### config.mk
export PLATFORM = sky130hd
export DESIGN_NAME = mem_port_mux
export DESIGN_NICKNAME = d
export VERILOG_FILES = /design/src/rtl/mem_port_mux.sv
export SDC_FILE = /design/constraint.sdc
export NUM_CORES = 1
export LEC_CHECK = 0
export CAP_MARGIN = 20
export CORE_AREA = 5 5 167 169
export CTS_CLUSTER_SIZE = 16
export DETAILED_ROUTE_END_ITERATION = 12
export DIE_AREA = 0 0 172 174
export SLEW_MARGIN = 0
export SYNTH_ARGS = -nofsm -noshare
export SYNTH_HDL_FRONTEND = slang
export SYNTH_SLANG_ARGS = --single-unit
### constraint.sdc
create_clock -name clk -period 2.17 [get_ports clk]
set_clock_uncertainty 0.05 [all_clocks]
set_input_delay 0.217 -clock clk [delete_from_list [all_inputs] [get_ports clk]]
set_output_delay 0.217 -clock clk [all_outputs]
set_load 0.05 [all_outputs]
### src/rtl/mem_port_mux.sv
// Shares one memory port among Width masters. The master is chosen by an external round-robin lock arbiter.
// Latency: the request is accepted in IDLE, is issued one cycle later, and the response passes straight through combinationally.
//   The arbiter lock is released after the response, followed by 2 cool-down cycles.
// Backpressure: while mem_req_ready_i is low, ISSUE holds mem_req_valid_o and the registered fields.
//   Only one transaction is outstanding at a time.
//
// Ports:
//   clk, rst_n                 clock (rising edge), asynchronous active-low reset
//   req_valid_i/req_ready_o    per-master request handshake; at most one ready bit is set
//   req_we_i/addr/wdata/be     per-master request fields; master i uses slice i
//   rsp_valid_o/rsp_rdata_o    response to the owning master; rdata is 0 when no response
//   grant_i/binary_grant_i     one-hot arbiter grant and its binary index
//   unlock_o                   one-cycle pulse that releases the arbiter lock
//   mem_*                      single memory request/response port
//   busy_o                     high whenever the FSM is not in IDLE
module mem_port_mux #(
  parameter int Width     = 4,
  parameter int AddrWidth = 32,
  parameter int DataWidth = 32,
  parameter int BeWidth   = DataWidth / 8,
  parameter int BinWidth  = $clog2(Width)
) (
  input  logic                       clk,
  input  logic                       rst_n,
  input  logic [Width-1:0]           req_valid_i,
  output logic [Width-1:0]           req_ready_o,
  input  logic [Width-1:0]           req_we_i,
  input  logic [Width*AddrWidth-1:0] req_addr_i,
  input  logic [Width*DataWidth-1:0] req_wdata_i,
  input  logic [Width*BeWidth-1:0]   req_be_i,
  output logic [Width-1:0]           rsp_valid_o,
  output logic [DataWidth-1:0]       rsp_rdata_o,
  input  logic [Width-1:0]           grant_i,
  input  logic [BinWidth-1:0]        binary_grant_i,
  output logic                       unlock_o,
  output logic                       mem_req_valid_o,
  input  logic                       mem_req_ready_i,
  output logic                       mem_we_o,
  output logic [AddrWidth-1:0]       mem_addr_o,
  output logic [DataWidth-1:0]       mem_wdata_o,
  output logic [BeWidth-1:0]         mem_be_o,
  input  logic                       mem_rsp_valid_i,
  input  logic [DataWidth-1:0]       mem_rsp_rdata_i,
  output logic                       busy_o
);

  typedef enum logic [2:0] {
    IDLE,
    ISSUE,
    WAIT_RSP,
    RELEASE,
    COOL
  } state_t;

  state_t state_q, state_d;
  logic   cool_q, cool_d;   // 0 = first COOL cycle, 1 = second

  // Owner and request registers are written only on IDLE acceptance.
  // Later grant changes therefore cannot disturb an in-flight transaction.
  logic [BinWidth-1:0]  owner_q;
  logic                 we_q;
  logic [AddrWidth-1:0] addr_q;
  logic [DataWidth-1:0] wdata_q;
  logic [BeWidth-1:0]   be_q;
  logic                 load;

  // Mux of the granted master's request. Decoding by comparison keeps an
  // out-of-range binary index, which is possible with a non-power-of-2 Width, harmless.
  logic [Width-1:0]     gnt_onehot;
  logic [Width-1:0]     owner_onehot;
  logic                 sel_valid;
  logic                 sel_we;
  logic [AddrWidth-1:0] sel_addr;
  logic [DataWidth-1:0] sel_wdata;
  logic [BeWidth-1:0]   sel_be;
  logic                 accept;

  always_comb begin
    gnt_onehot   = '0;
    owner_onehot = '0;
    sel_valid    = 1'b0;
    sel_we       = 1'b0;
    sel_addr     = '0;
    sel_wdata    = '0;
    sel_be       = '0;
    for (int i = 0; i < Width; i++) begin
      if (binary_grant_i == BinWidth'(i)) begin
        gnt_onehot[i] = 1'b1;
        sel_valid     = req_valid_i[i];
        sel_we        = req_we_i[i];
        sel_addr      = req_addr_i[i*AddrWidth +: AddrWidth];
        sel_wdata     = req_wdata_i[i*DataWidth +: DataWidth];
        sel_be        = req_be_i[i*BeWidth +: BeWidth];
      end
      if (owner_q == BinWidth'(i)) begin
        owner_onehot[i] = 1'b1;
      end
    end
  end

  // Gating with rst_n keeps req_ready_o at 0 while reset is held.
  // Without it, the IDLE reset state would otherwise allow a combinational accept.
  assign accept = rst_n && (state_q == IDLE) && (|grant_i) && sel_valid;

  always_ff @(posedge clk or negedge rst_n) begin
    if (!rst_n) begin
      state_q <= IDLE;
      cool_q  <= 1'b0;
    end else begin
      state_q <= state_d;
      cool_q  <= cool_d;
    end
  end

  always_ff @(posedge clk or negedge rst_n) begin
    if (!rst_n) begin
      owner_q <= '0;
      we_q    <= 1'b0;
      addr_q  <= '0;
      wdata_q <= '0;
      be_q    <= '0;
    end else if (load) begin
      owner_q <= binary_grant_i;
      we_q    <= sel_we;
      addr_q  <= sel_addr;
      wdata_q <= sel_wdata;
      be_q    <= sel_be;
    end
  end

  always_comb begin
    state_d         = state_q;
    cool_d          = cool_q;
    load            = 1'b0;
    req_ready_o     = '0;
    rsp_valid_o     = '0;
    rsp_rdata_o     = '0;
    unlock_o        = 1'b0;
    mem_req_valid_o = 1'b0;
    busy_o          = 1'b1;
    unique case (state_q)
      IDLE: begin
        busy_o = 1'b0;
        if (accept) begin
          load        = 1'b1;
          req_ready_o = gnt_onehot;
          state_d     = ISSUE;
        end
      end
      ISSUE: begin
        // Any response seen here belongs to no request of ours and is dropped.
        mem_req_valid_o = 1'b1;
        if (mem_req_ready_i) begin
          state_d = WAIT_RSP;
        end
      end
      WAIT_RSP: begin
        if (mem_rsp_valid_i) begin
          rsp_valid_o = owner_onehot;
          rsp_rdata_o = mem_rsp_rdata_i;
          state_d     = RELEASE;
        end
      end
      RELEASE: begin
        unlock_o = 1'b1;
        cool_d   = 1'b0;
        state_d  = COOL;
      end
      COOL: begin
        // The arbiter takes two cycles to register the unlock and drop its lock.
        // Stale grants seen during that window are ignored.
        if (cool_q) begin
          cool_d  = 1'b0;
          state_d = IDLE;
        end else begin
          cool_d = 1'b1;
        end
      end
      default: begin
        state_d = IDLE;
        cool_d  = 1'b0;
      end
    endcase
  end

  assign mem_we_o    = we_q;
  assign mem_addr_o  = addr_q;
  assign mem_wdata_o = wdata_q;
  assign mem_be_o    = be_q;

endmodule

Figure 1. Track usage over the die.
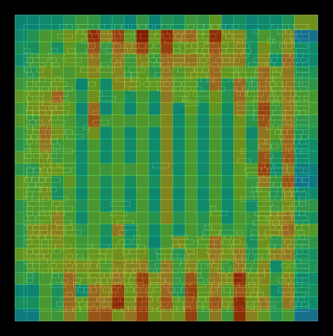
Final Core Density: 40.1%
GR peak layer: met2
drt wl/cell: 19.0 µm
M1 GR Usage: 14.5%

Figure 2. Wires at chosen ports, followed through buffers.
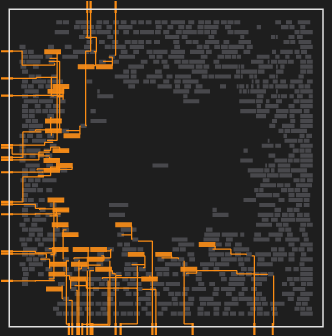
Key: orange = mem_addr_o [bits 32, direction output, end cells 32, buffers 32, wire 1680 µm]
IO Count: 434
number of buffers added on ports: 433

==> flow_summary_export.csv <==
group,metric,value,unit
min_path,hp-class,"in2reg",
synth,yosysUniqueCellTypes,29,
sta,fmax,0.469,GHz
global_route,use_met2,23.9,%
placed_design,dp_cells,1078,
critical_path,worstPathRequired,1.90,ns
power,clkPwrFrac,14.0,%
sta,holdWs,0.380,ns
placed_design,placed_cell_area,10100,µm²
power,power.density,1030,nW/µm²
route,routed_via_density,4.23,
route,ant_nets,0,
synth,post_synth_fa_ha_maj_area_fraction,0,%
placed_design,place.gp.congestion,0.783,
cells_and_area,num-fill-cells,2501,
critical_path,crit_start,"state_q[2]",
power,fin_total_pwr,11000,µW
clock_network,clock_path_buffers,2,
synth,ys_sh_xor,0,%
route,remaining_drc_errors,0,
route,dr.max_layer_used,"met4",
cells_and_area,final_cells,1101,
sta,min_period,2.13,ns
global_route,grtUsageMet3,4.07,%
critical_path,cp_max_fo,5,
min_path,holdPathStages,3,
synth,synth_area_per_cell,15.3,µm²
cells_and_area,area_growth,119,%
critical_path,cp-endpoint,"rsp_valid_o[1]",
clock_network,worstSkewPairLatency,0.33,ns
min_path,min_from,"binary_grant_i[1]",
critical_path,reg2reg_slack,0.46,ns
power,swShare,46.3,%
critical_path,path_depth,6,
route,drtIter0Drc,142,
placed_design,pre_cts_ws,-0.0692,ns
synth,netlist_area,4830,µm²
critical_path,rr_startpoint,"state_q[2]",
global_route,grt_max_degree,42,
critical_path,slowest_delay,0.42,ns
cells_and_area,antenna_cells,0,
route,dr_wl_met3,1950,µm
run_status,status,"finished clean",
die,num_rows,60,
critical_path,startpoint_type,"flop",
synth,yosys.area_share.aoi,0.751,%
power,p_int,5890,µW
power,peakVddDrop,0.550,mV
die,chipHeight,174,µm
global_route,grtUsageTotal,13.0,%
cells_and_area,lay_top_count,"clkdlybuf4s50_1",
route,wl_met2,11200,µm
cells_and_area,final_cell_mix,"clkdlybuf4s50_1 (387), dfrtp_1 (75), mux4_2 (70)",
power,power_switching,5070,µW
power,pwr-share-seq,23.1,%
global_route,gr-total-overflow,0,
die,fp_util,18.3,%
clock_network,clk_pin_slew_worst_paths,0.06,ns
sta,tns,0,ns
route,dr_total_vias,4660,
die,core_area,26400,µm²
synth,synth_seq_share,38.9,%
[timing repair]
action	in CTS	in global routing
setup buffers	0	3
hold buffers	1	0
hold endpoints to repair	59	0
setup endpoints to repair	6	36
gates resized	1	42
cloned	0	3
pin swaps	0	3
[cell usage after synthesis, drive strengths merged]
cell type | count | area (µm²)
a211oi | 1 | 7.51
a21oi | 4 | 20.0
a32oi | 1 | 8.76
and2 | 32 | 200
and3 | 1 | 6.26
and3b | 1 | 8.76
buf | 17 | 103
clkbuf | 10 | 37.5
dfrtp | 75 | 1880
inv | 6 | 22.5
mux2 | 70 | 788
mux2i | 2 | 20.0
mux4 | 70 | 1580
nand2 | 5 | 18.8
nand2b | 1 | 6.26
nand3 | 1 | 5.00
nand3b | 1 | 7.51
nand4 | 1 | 12.5
nor2 | 4 | 15.0
nor3 | 4 | 25.0
nor3b | 3 | 22.5
nor4 | 1 | 6.26
nor4b | 1 | 8.76
nor4bb | 1 | 10.0
or4 | 1 | 7.51
or4b | 1 | 10.0
[power by group through the flow]
stage	sequential [µW]	combinational [µW]	clock [µW]
6_report	2530	6890	1540
5_1_grt	2630	7200	1670
4_1_cts	2530	6800	1600
3_5_place_dp	2530	6780	0
3_3_place_gp	2520	6750	0
2_1_floorplan	4810	1540	0
[logic make-up (layout without fill, tap and decap cells)]
family	Yosys count	in the layout
AOI/OAI and AO/OA	6	6
muxes	142	142
and+or+nand+nor	59	59
buffers and inverters	33	478
DFF	75	75
[layout make-up]
class / count / area [µm²] / share of cell area (%)
flip-flops and latches: 75 / 1880 / 17.7
well taps: 341 / 427 / 4.02
inverters: 6 / 22.5 / 0.212
multi-input cells: 207 / 2960 / 27.9
clock buffers: 9 / 225 / 2.12
clock inverters: 7 / 76.3 / 0.720
repair buffers: 456 / 5010 / 47.3
Power and IR drop assume default switching activity.
